**Nets reached from selected ports**

Scale: 6 px per µm.
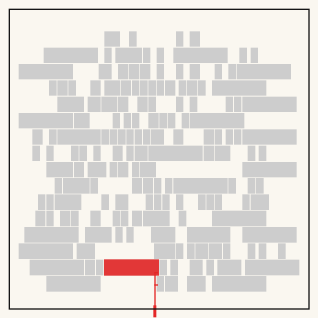
**Signal wires on met2**

Scale: 10 px per µm.
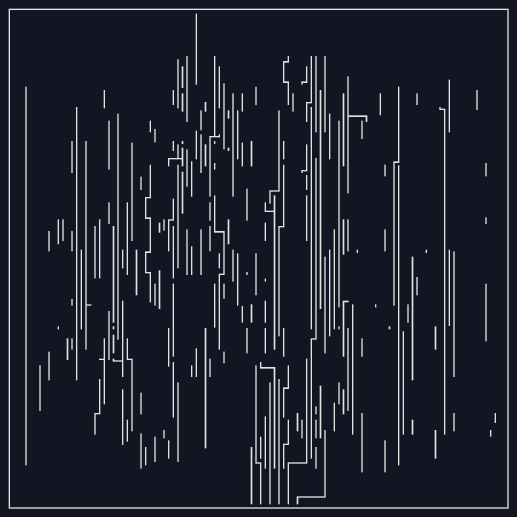
**Wiring by layer**

Scale: 6 px per µm. Two of the layers only.
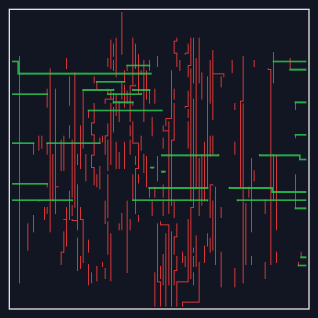
**I/O pins on the die edge**

Scale: 10 px per µm. Pins as bars across the die edge, other pins in gray.
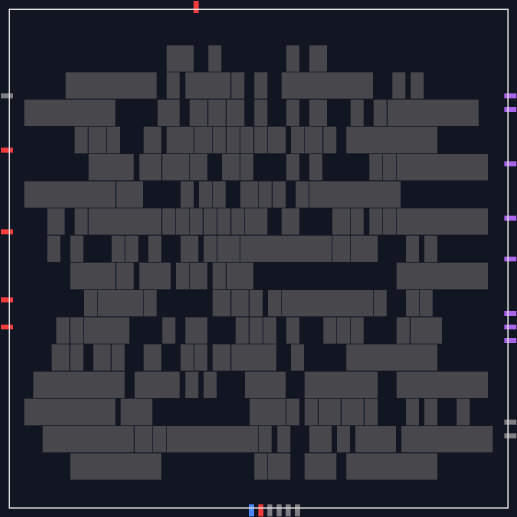
Design sum_accumulator, sky130hd; sources not shown.
==> impl_metrics.csv <==
group,metric,value,unit
final_timing,worst_slack,2.41,ns
place,dpl-instance-area,0.00129,mm²
yosys,synth_async_sr_flop_share,1.00,
power,p_int,0.270,mW
global_route,grt-busiest-layer,"met2",
critical_path,reg2reg_depth,7,
final_timing,setup_violations,0,
floorplanning,rows,16,
finish,n_clock_buffer,3,
finish,post-route-util,0.643,
finish,nets,185,
routing,wl_met1,1120,µm
outcome,status,"finished clean",
critical_path,crit_buf_inv,1,
power,swShare,0.342,
clock_tree,cts_buffer_depth,2,
worst_hold_path,min_delay_path_depth,1,
power,powerComb,0.0866,mW
power,pg_seq,0.234,mW
yosys,fa_ha_area_frac,0.0859,
global_route,grt_pass1_wl,4220,µm
power,pg_clk,0.0899,mW
finish,seq_share,0.400,
flow_run,cap_violations,0,
clock_tree,cts_setup_buffers,0,
finish,drive_above_1_share,0.121,
power,p_total,0.411,mW
final_timing,slew_violations,0,
critical_path,crit_family,"simple AND/OR/NAND/NOR gates",
finish,clock_cell_area_share,0.0210,
place,placedCellCount,188,
yosys,common_cells,"nand2_1 (61), nand3_1 (23), dfrtp_1 (21), inv_1 (16)",
yosys,netlist_instances,161,
power,ir_worst_vdd,0.000245,V
critical_path,slowest_stage,"nand2_2",
yosys,synth_chip_area,0.00125,mm²
clock_tree,insertion_delay,0.31,ns
critical_path,r2r_setup_slack,2.74,ns
power,switchingPower,0.140,mW
floorplanning,die-area,0.00247,mm²
finish,area_delta_synth_final,4.90,%
yosys,ys_ff,21,
final_timing,maxSlewHeadroom,0.472,
clock_tree,root_buffer,"clkbuf_4",
power,p_per_area,312,mW/mm²
global_route,met3_usage,0.0926,
flow_run,log.warning_count,26,
yosys,yosys.area.top_type_share,0.420,
power,power_leader,"registers",
yosys,ys_top_cells_by_area,"dfrtp_1 (42%), nand2_1 (18%), nand3_1 (9.2%)",
global_route,grt_util_met1,0.283,
Back to the opening pictures, 'nets reached from selected ports':
Red marks `overrun`, bits 1, direction output, end cells 1, buffers 0, wire 6.50 µm.
I/O pins: 22
number of port buffers: 0

Back to the opening pictures, 'signal wires on met2':
129 nets have wire on it. The layer carries 1070 µm of wire. The layer holds 45% of the routed length. The longest straight run is 37.7 µm.
Routed WL: 2390 µm
Via Count: 998
GR Util met2: 0.363

Back to the opening pictures, 'wiring by layer':
Green marks met3, wire length 175 µm. Red marks met2, wire length 1070 µm.
All-Layer GR Usage: 0.229
WL/cell: 12.5 µm

Back to the opening pictures, 'I/O pins on the die edge':
Purple marks `out_data`, pins 8, direction output, edge east. Red marks `in_data`, pins 6, direction input, edge 4 west, 1 south, 1 north. Blue marks `overrun`, pins 1, direction output, edge south.
All pins by edge: 10 east, 6 south, 5 west, 1 north.
die y size: 49.7 µm
Die Wd: 49.7 µm

Power figures rest on the tool's default switching activity, not on a simulated workload.
